**Run 1: layout detail**

Window x 58 to 88, y 4 to 34 um. Cells in grey, sequential cells in the stronger grey; small squares are vias.
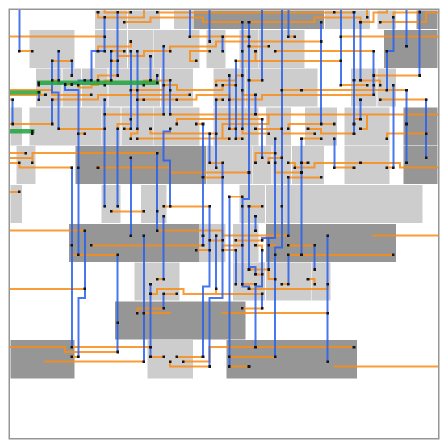
**Run 1: clock nets**

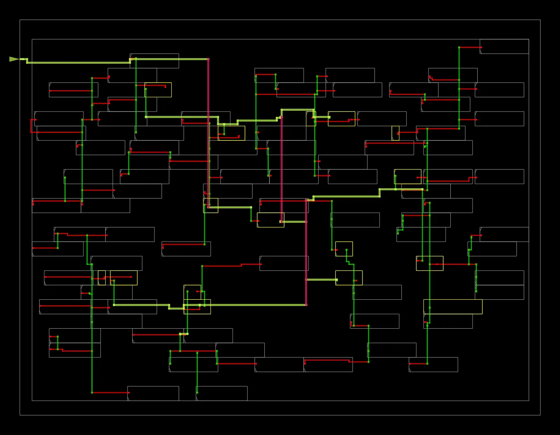
**Run 1: register map, names as in the netlist**

Bar = 20 um. Other sequential cells in the stronger grey, the rest of the logic in the fainter grey.
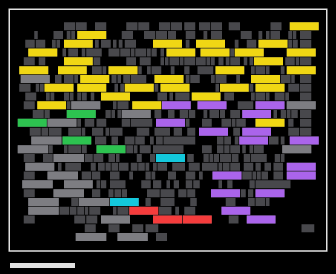
==> config.mk <==
export PLATFORM = sky130hd
export DESIGN_NAME = keypad_driver
export DESIGN_NICKNAME = d
export VERILOG_FILES = /design/src/rtl/keypad_pkg.sv /design/src/rtl/keypad_scan_tick.sv /design/src/rtl/keypad_driver.sv
export SDC_FILE = /design/constraint.sdc
export NUM_CORES = 1
export LEC_CHECK = 0
export CAP_MARGIN = 20
export CORE_ASPECT_RATIO = 0.75
export CORE_MARGIN = 2
export CORE_UTILIZATION = 55
export DETAILED_ROUTE_END_ITERATION = 10
export PLACE_DENSITY_LB_ADDON = 0.25
export SKIP_CTS_REPAIR_TIMING = 1
export SLEW_MARGIN = 40
export SYNTH_ARGS = -nofsm -noshare
export SYNTH_HDL_FRONTEND = slang
export SYNTH_SLANG_ARGS = --single-unit
==> constraint.sdc <==
create_clock -name clock -period 3.2 [get_ports clock]
set_clock_uncertainty 0.2 [all_clocks]
set_input_delay 0.64 -clock clock [delete_from_list [all_inputs] [get_ports clock]]
set_output_delay 0.64 -clock clock [all_outputs]
set_load 0.02 [all_outputs]
==> src/rtl/keypad_pkg.sv <==
// Shared types and helpers for the matrix keypad driver.
// Latency: n/a (package).
// Backpressure: n/a (package).
package keypad_pkg;

   localparam int KEY_W = 4;   // {row_idx[1:0], col_idx[1:0]}
   localparam int NUM_W = 32;  // eight hex digits

   typedef enum logic [1:0] {
      SCAN     = 2'd0,
      DEBOUNCE = 2'd1,
      HELD     = 2'd2,
      RELEASE  = 2'd3
   } kp_state_e;

   // True when exactly one column line is pulled low.
   function automatic logic col_single(input logic [3:0] col);
      logic [3:0] low;
      low = ~col;
      return (low != 4'd0) && ((low & (low - 4'd1)) == 4'd0);
   endfunction

   // Index of the low column; only meaningful when col_single() holds.
   function automatic logic [1:0] col_index(input logic [3:0] col);
      logic [1:0] idx;
      idx = 2'd0;
      for (int i = 0; i < 4; i++) begin
         if (!col[i]) idx = 2'(i);
      end
      return idx;
   endfunction

endpackage

==> src/rtl/keypad_scan_tick.sv <==
// Row-dwell divider: emits a 1-cycle tick once every SCAN_DIV clocks.
// Latency: tick is high in the cycle where the count equals SCAN_DIV-1.
// Backpressure: none; free-running.
// Ports: clock, rst (async active-low), tick (out).
module keypad_scan_tick #(
   parameter int SCAN_DIV = 40000
) (
   input  logic clock,
   input  logic rst,
   output logic tick
);

   localparam int CNT_W = (SCAN_DIV > 1) ? $clog2(SCAN_DIV) : 1;
   localparam logic [CNT_W-1:0] LAST = CNT_W'(SCAN_DIV - 1);

   logic [CNT_W-1:0] count_q, count_d;

   always_comb begin
      tick    = (count_q == LAST);
      count_d = tick ? '0 : count_q + CNT_W'(1);
   end

   always_ff @(posedge clock or negedge rst) begin
      if (!rst) count_q <= '0;
      else      count_q <= count_d;
   end

endmodule

==> src/rtl/keypad_driver.sv <==
// 4x4 keypad scanner/debouncer shifting hex key codes into a 32-bit number.
// Latency: commit lands the cycle after the DEBOUNCE_TICKS-th matching scan tick.
// Backpressure: none; a commit while key_valid is set raises sticky key_overrun.
// Ports: clock, rst (async active-low), iKeypadCol (async, active-low),
//        oKeypadRow (active-low one-hot), IORead, iClearNum, key_code,
//        key_valid, key_overrun, out_num.
module keypad_driver
   import keypad_pkg::*;
#(
   parameter int SCAN_DIV       = 40000,
   parameter int DEBOUNCE_TICKS = 4
) (
   input  logic             clock,
   input  logic             rst,
   input  logic [3:0]       iKeypadCol,
   output logic [3:0]       oKeypadRow,
   input  logic             IORead,
   input  logic             iClearNum,
   output logic [KEY_W-1:0] key_code,
   output logic             key_valid,
   output logic             key_overrun,
   output logic [NUM_W-1:0] out_num
);

   localparam int CNT_W = $clog2(DEBOUNCE_TICKS + 1);
   localparam logic [CNT_W-1:0] DEB_LAST = CNT_W'(DEBOUNCE_TICKS);

   logic             tick;
   logic [3:0]       col_s1_q, col_s1_d, col_s2_q, col_s2_d;
   kp_state_e        state_q, state_d;
   logic [1:0]       row_idx_q, row_idx_d;
   logic [3:0]       row_q, row_d;
   logic [KEY_W-1:0] cand_q, cand_d;
   logic [CNT_W-1:0] cnt_q, cnt_d;
   logic [KEY_W-1:0] key_code_q, key_code_d;
   logic             key_valid_q, key_valid_d;
   logic             key_overrun_q, key_overrun_d;
   logic [NUM_W-1:0] out_num_q, out_num_d;

   logic [3:0]       col_sync;
   logic             all_high;
   logic             commit;

   keypad_scan_tick #(.SCAN_DIV(SCAN_DIV)) u_tick (
      .clock (clock),
      .rst   (rst),
      .tick  (tick)
   );

   always_comb begin
      col_s1_d = iKeypadCol;
      col_s2_d = col_s1_q;
      col_sync = col_s2_q;
      all_high = &col_sync;

      state_d   = state_q;
      row_idx_d = row_idx_q;
      cand_d    = cand_q;
      cnt_d     = cnt_q;
      commit    = 1'b0;

      // Row is only advanced from SCAN or on leaving DEBOUNCE/RELEASE, so it
      // stays on the pressed key's row for the whole press/hold/release.
      if (tick) begin
         case (state_q)
            SCAN: begin
               if (col_single(col_sync)) begin
                  cand_d  = {row_idx_q, col_index(col_sync)};
                  cnt_d   = CNT_W'(1);
                  state_d = DEBOUNCE;
               end else begin
                  row_idx_d = row_idx_q + 2'd1;
               end
            end
            DEBOUNCE: begin
               if (col_sync == ~(4'b0001 << cand_q[1:0])) begin
                  cnt_d = cnt_q + CNT_W'(1);
                  if (cnt_d == DEB_LAST) begin
                     commit  = 1'b1;
                     state_d = HELD;
                  end
               end else begin
                  cnt_d     = '0;
                  row_idx_d = row_idx_q + 2'd1;
                  state_d   = SCAN;
               end
            end
            HELD: begin
               // No auto-repeat: a held key just waits here for release.
               if (all_high) begin
                  cnt_d   = CNT_W'(1);
                  state_d = RELEASE;
               end
            end
            RELEASE: begin
               if (all_high) begin
                  cnt_d = cnt_q + CNT_W'(1);
                  if (cnt_d == DEB_LAST) begin
                     cnt_d     = '0;
                     row_idx_d = row_idx_q + 2'd1;
                     state_d   = SCAN;
                  end
               end else begin
                  state_d = HELD;
               end
            end
            default: state_d = SCAN;
         endcase
      end

      row_d = ~(4'b0001 << row_idx_d);

      // Flag priority: IORead clears, a commit overrides it, iClearNum overrides both.
      key_code_d    = commit ? cand_q : key_code_q;
      out_num_d     = out_num_q;
      key_valid_d   = key_valid_q;
      key_overrun_d = key_overrun_q;
      if (IORead) begin
         key_valid_d   = 1'b0;
         key_overrun_d = 1'b0;
      end
      if (commit) begin
         out_num_d   = {out_num_q[NUM_W-KEY_W-1:0], cand_q};
         key_valid_d = 1'b1;
         if (key_valid_q && !IORead) key_overrun_d = 1'b1;
      end
      if (iClearNum) begin
         out_num_d   = '0;
         key_valid_d = 1'b0;
      end
   end

   always_ff @(posedge clock or negedge rst) begin
      if (!rst) begin
         col_s1_q      <= 4'hF;
         col_s2_q      <= 4'hF;
         state_q       <= SCAN;
         row_idx_q     <= 2'd0;
         row_q         <= 4'b1110;
         cand_q        <= '0;
         cnt_q         <= '0;
         key_code_q    <= '0;
         key_valid_q   <= 1'b0;
         key_overrun_q <= 1'b0;
         out_num_q     <= '0;
      end else begin
         col_s1_q      <= col_s1_d;
         col_s2_q      <= col_s2_d;
         state_q       <= state_d;
         row_idx_q     <= row_idx_d;
         row_q         <= row_d;
         cand_q        <= cand_d;
         cnt_q         <= cnt_d;
         key_code_q    <= key_code_d;
         key_valid_q   <= key_valid_d;
         key_overrun_q <= key_overrun_d;
         out_num_q     <= out_num_d;
      end
   end

   assign oKeypadRow  = row_q;
   assign key_code    = key_code_q;
   assign key_valid   = key_valid_q;
   assign key_overrun = key_overrun_q;
   assign out_num     = out_num_q;

endmodule

==> impl_metrics.py, run 1 <==
# Generated from Yosys and OpenROAD reports
metrics = {
    "setup_path": {
        "crit_required_ps": 3280,
        "crit_arrival_ps": 2560,
        "startpoint_type": "register",
        "crit_chain": "and4b_1 -> a32oi_1 -> a2111o_1 -> buf_4 -> nand2_1 -> a21oi_2",
        "path_max_fanout": 37,
        "cp_slowest_cell": "dfstp_2",
    },
    "routing": {
        "wl_per_cell_um": 14.5,
        "drc_errors": 0,
        "drt_iter0_markers": 136,
        "wl_mm": 6.90,
    },
    "placement": {
        "postPlaceCellArea_um2": 4130,
        "hpwlAfterDp_mm": 4.63,
        "globalplace.congestion": 0.872,
    },
    "power_and_ir_drop": {
        "powerDensity_nw_per_um2": 409,
        "power_leakage_nw": 1.82,
        "p_seq_frac": 0.561,
    },
    "global_route": {
        "gr-usage-all-layers": 0.203,
        "grt_overflow": 0,
        "grt_first_pass_wirelength_mm": 11.8,
    },
    "logic_synthesis": {
        "ys_types": 56,
        "edf_count": 0,
        "ys_seq_frac": 0.534,
        "top_area_frac": 0.455,
        "top_cells_by_area": "dfrtp_1 (45%), nand2_1 (8.1%), dfstp_2 (8.0%)",
        "synth_area_leader_cell": "dfrtp_1",
        "synthTopCellsByCount": "nand2_1 (78), dfrtp_1 (66), a21oi_2 (24), nor2_1 (14)",
    },
    "clock_network": {
        "path_clk_slew_ps": 80,
        "cts_buffer_depth": 2,
        "cts_max_level": 3,
    },
    "floorplanning": {
        "fp_util": 0.572,
        "fp.dieH_um": 74.4,
        "core_um2": 6350,
        "std_cell_rows": 25,
        "die_x_um": 97.8,
    },
    "sta": {
        "max_slew.worst_pin.slew_ps": 668,
        "rsz0062_at_grt": "false",
        "drv_slew": 0,
        "fin_crit_ps": 2480,
        "fmax_mhz": 403,
        "finalCritPeriodShare": 0.775,
    },
    "layout": {
        "stdcell_area_um2": 4320,
        "clk_share": 0.0443,
        "fin_nets": 400,
        "layout.area.comb_um2": 1550,
        "dominant_cells": "sequential cells",
        "seq_area_um2": 1940,
        "area_delta_synth_final_pct": 19.0,
        "sh_seq_area": 0.449,
    },
    "outcome": {
        "status": "finished clean",
    },
}
## Picture notes: 'layout detail'
- M1: orange
- M2: blue
- M3: green
- netlist names of flops here include: u_tick.count_q (5)
- most frequent: nor2_1 (6)
- cells with their middle in the window: 46
- sequential cells in the window: 5

## Picture notes: 'clock nets'
seq_cells: 77
CLK BUF: 11
clk sink count: 77
Clock Power: 0.000722 W

## Picture notes: 'register map, names as in the netlist'
- u_tick.count_q: purple (sequential cells 16)
- cand_q: green (sequential cells 4; where left middle)
- state_q: cyan (sequential cells 2)
- out_num: yellow (sequential cells 32; where a band across the top)
- cnt_q: red (sequential cells 3)

## run 1: final timing paths
kind / startpoint / endpoint / slack, ps / cells after the start
max: col_s2_q[0] / out_num[16] / 720 / 6
min: rst / u_tick.count_q[15] / 110 / 1
max reg2reg: col_s2_q[0] / out_num[16] / 720 / 6
min reg2reg: col_s1_q[1] / col_s2_q[1] / 160 / 0
max in group asynchronous: rst / out_num[6] / 2250 / 1
min in group clock: col_s1_q[1] / col_s2_q[1] / 160 / 0
## run 1: state kept, by name, summed over array words and instances (netlist names)
name,flops
cand_q,4
out_num,32
key_valid,1
state_q,2
col_s2_q,4
oKeypadRow,4
key_code,4
row_idx_q,2
col_s1_q,4
key_overrun,1
u_tick.count_q,16
cnt_q,3
## run 1: worst register-to-register path, delay by kind of cell, from the launching register on
family	cells	cell delay, ps
buffers and inverters	1	350
AND/OR/NAND/NOR	2	390
AND-OR/OR-AND	3	820
flip-flops	1	660
## run 1: routing by layer
layer  global-route usage  wire, um
met1                0.266      3300
met2                0.323      3220
met3               0.0639       308
met4               0.0802        67
met5                    0         0
## run 1: logic make-up (layout without fill, tap and decap cells)
logic type,after synthesis,in the layout,synth area share
AND-OR/OR-AND,65,65,0.144
XOR/XNOR,17,17,0.0410
adder cells (fa/ha/maj),3,3,0.0103
buffers and inverters,26,74,0.0393
flip-flops,77,77,0.534
multiplexers,10,10,0.0296
AND/OR/NAND/NOR,148,148,0.201
## run 1: per-stage QoR
stage	power (W)	worst slack, ps	cells	util
final	0.00177	721	475	0.681
after global routing	0.00183	532	475	0.681
after CTS	0.00178	718	475	0.681
after detailed placement	0.00106	752	459	0.651
after global placement	0.00106	820	459	0.650
after floorplan	0.00103	973	346	-
**Run 1: cells by drive strength**

Bar = 20 um.
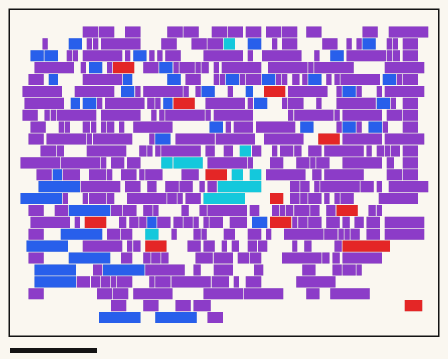

## Run 2: what changed since run 1
Clock period 3.2 ns to 2.4 ns, I/O delays scaled along.
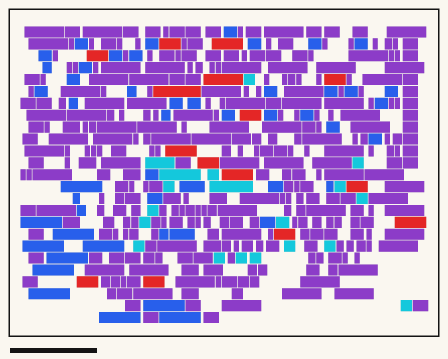
**Above:** run 2 (cells by drive strength).
Bar = 20 um.
- x3 and x4: cyan (cells 19; share 4.7%; most used buf_4)
- x6 and larger: red (cells 15; share 3.7%; most used clkbuf_8)
- x2: blue (cells 49; share 12%; most used a21oi_2)
- x1 and smaller: purple (cells 325; share 80%; most used nand2_1)
Repair and plain buffers: 67
Final WS setup: 137 ps
Final Cell Area: 4520 um2
area delta synth->final: 24.4%

==> run 2 against run 1 <==
- global-route usage up 0.054 points
- combinational power up 66%
- design area up 4.5%
- setup slack lost 580 ps
- count of clock-buffer cells in the layout shrank 1
- critical path type unchanged
- largest power group unchanged
- highest routed layer unchanged
==> impl_metrics.py, run 2 <==
# Generated from Yosys and OpenROAD reports
metrics = {
    "routing": {
        "route.met2.wl_mm": 3.28,
        "wl_mm": 7.10,
        "met1_length_mm": 3.36,
        "wl_met3_um": 344,
        "top_layer_used": "met4",
        "wl_per_cell_um": 14.5,
        "drt_iter0_markers": 109,
        "ant_nets": 0,
        "drc_errors": 0,
    },
    "logic_synthesis": {
        "edf_count": 0,
        "synth_area_leader_cell": "dfrtp_1",
        "synthTopCellsByCount": "nand2_1 (78), dfrtp_1 (66), a21oi_2 (24), nor2_1 (14)",
        "ys_seq_frac": 0.534,
        "ys_types": 56,
        "top_cells_by_area": "dfrtp_1 (45%), nand2_1 (8.1%), dfstp_2 (8.0%)",
    },
    "setup_path": {
        "endpoint": "out_num[10]",
        "crit_required_ps": 2440,
        "reg2reg_depth": 6,
        "crit_arrival_ps": 2310,
        "cp_slowest_cell": "dfstp_2",
        "startpoint_type": "register",
        "path_max_fanout": 37,
        "r2r_start": "col_s2_q[3]",
        "crit_chain": "nor3b_4 -> o2111ai_4 -> a2111o_1 -> buf_12 -> nand2_1 -> a21oi_2",
        "crit_start": "col_s2_q[3]",
        "path_depth": 6,
    },
    "clock_network": {
        "cts_buffer_depth": 2,
        "cts_max_level": 3,
        "clkSinkCount": 77,
    },
    "outcome": {
        "status": "finished clean",
    },
    "floorplanning": {
        "std_cell_rows": 25,
        "die_x_um": 97.8,
        "fp_util": 0.572,
        "fp.dieH_um": 74.4,
    },
    "global_route": {
        "grt_first_pass_wirelength_mm": 11.6,
        "use_met1": 0.284,
        "grt_overflow": 0,
        "busiest_layer": "met2",
        "gr-usage-met2": 0.300,
        "gr-usage-all-layers": 0.204,
        "met3_usage": 0.0714,
    },
    "sta": {
        "hold_violations": 0,
        "max_slew.worst_pin.slew_ps": 426,
        "fin_crit_ps": 2260,
        "rsz0062_at_grt": "false",
        "fmax_mhz": 442,
        "drv_slew": 0,
    },
    "placement": {
        "globalplace.congestion": 0.843,
        "dp.cells": 467,
        "hpwlAfterDp_mm": 4.81,
    },
    "layout": {
        "fin_nets": 414,
        "fin_cells": 489,
        "largest_register_ffs": 32,
    },
    "power_and_ir_drop": {
        "p_total_w": 0.00236,
        "powerDensity_nw_per_um2": 522,
        "p_seq_frac": 0.560,
    },
}
run 2: cell counts after synthesis:
Identical to the previous run, type by type.
run 2: worst min-delay path by stage:
stage | startpoint | end | depth (start not counted)
floorplan | rst | cand_q[0] | 0
global placement | col_s1_q[0] | col_s2_q[0] | 0
detailed placement | col_s1_q[1] | col_s2_q[1] | 0
CTS | rst | u_tick.count_q[14] | 1
global route | col_s1_q[1] | col_s2_q[1] | 0
finish | col_s1_q[1] | col_s2_q[1] | 0
run 2: final cells by class:
cell class,instances,area (um2),share of cell area
Sequential cell,77,1940,0.430
Timing Repair Buffer,67,693,0.153
Multi-Input combinational cell,243,1570,0.348
Tap cell,81,101,0.0224
Clock inverter,6,63.8,0.0141
Clock buffer,10,128,0.0283
Inverter,5,18.8,0.00416
run 2: metrics by stage:
| step | utilization | area [um2] |
|---|---|---|
| floorplan | - | 3630 |
| global placement | 0.667 | 4240 |
| detailed placement | 0.667 | 4240 |
| CTS | 0.698 | 4430 |
| global route | 0.711 | 4520 |
| finish | 0.711 | 4520 |
run 2: cell families after synthesis:
logic type / synth area share
and+or+nand+nor: 0.201
DFF: 0.534
AOI/OAI and AO/OA: 0.144
buffers and inverters: 0.0393
xor gates and xnor gates: 0.0410
muxes: 0.0296
adders and majority gates: 0.0103
run 2: power by group through the flow:
| stage | combinational [W] | clock, W | sequential [W] |
|---|---|---|---|
| global placement | 0.0000802 | 0 | 0.00135 |
| global route | 0.0000984 | 0.00104 | 0.00132 |
| detailed placement | 0.0000813 | 0 | 0.00135 |
| floorplan | 0.0000413 | 0 | 0.00134 |
| finish | 0.0000877 | 0.000950 | 0.00132 |
| CTS | 0.0000816 | 0.000979 | 0.00132 |
Power and IR drop assume default switching activity.
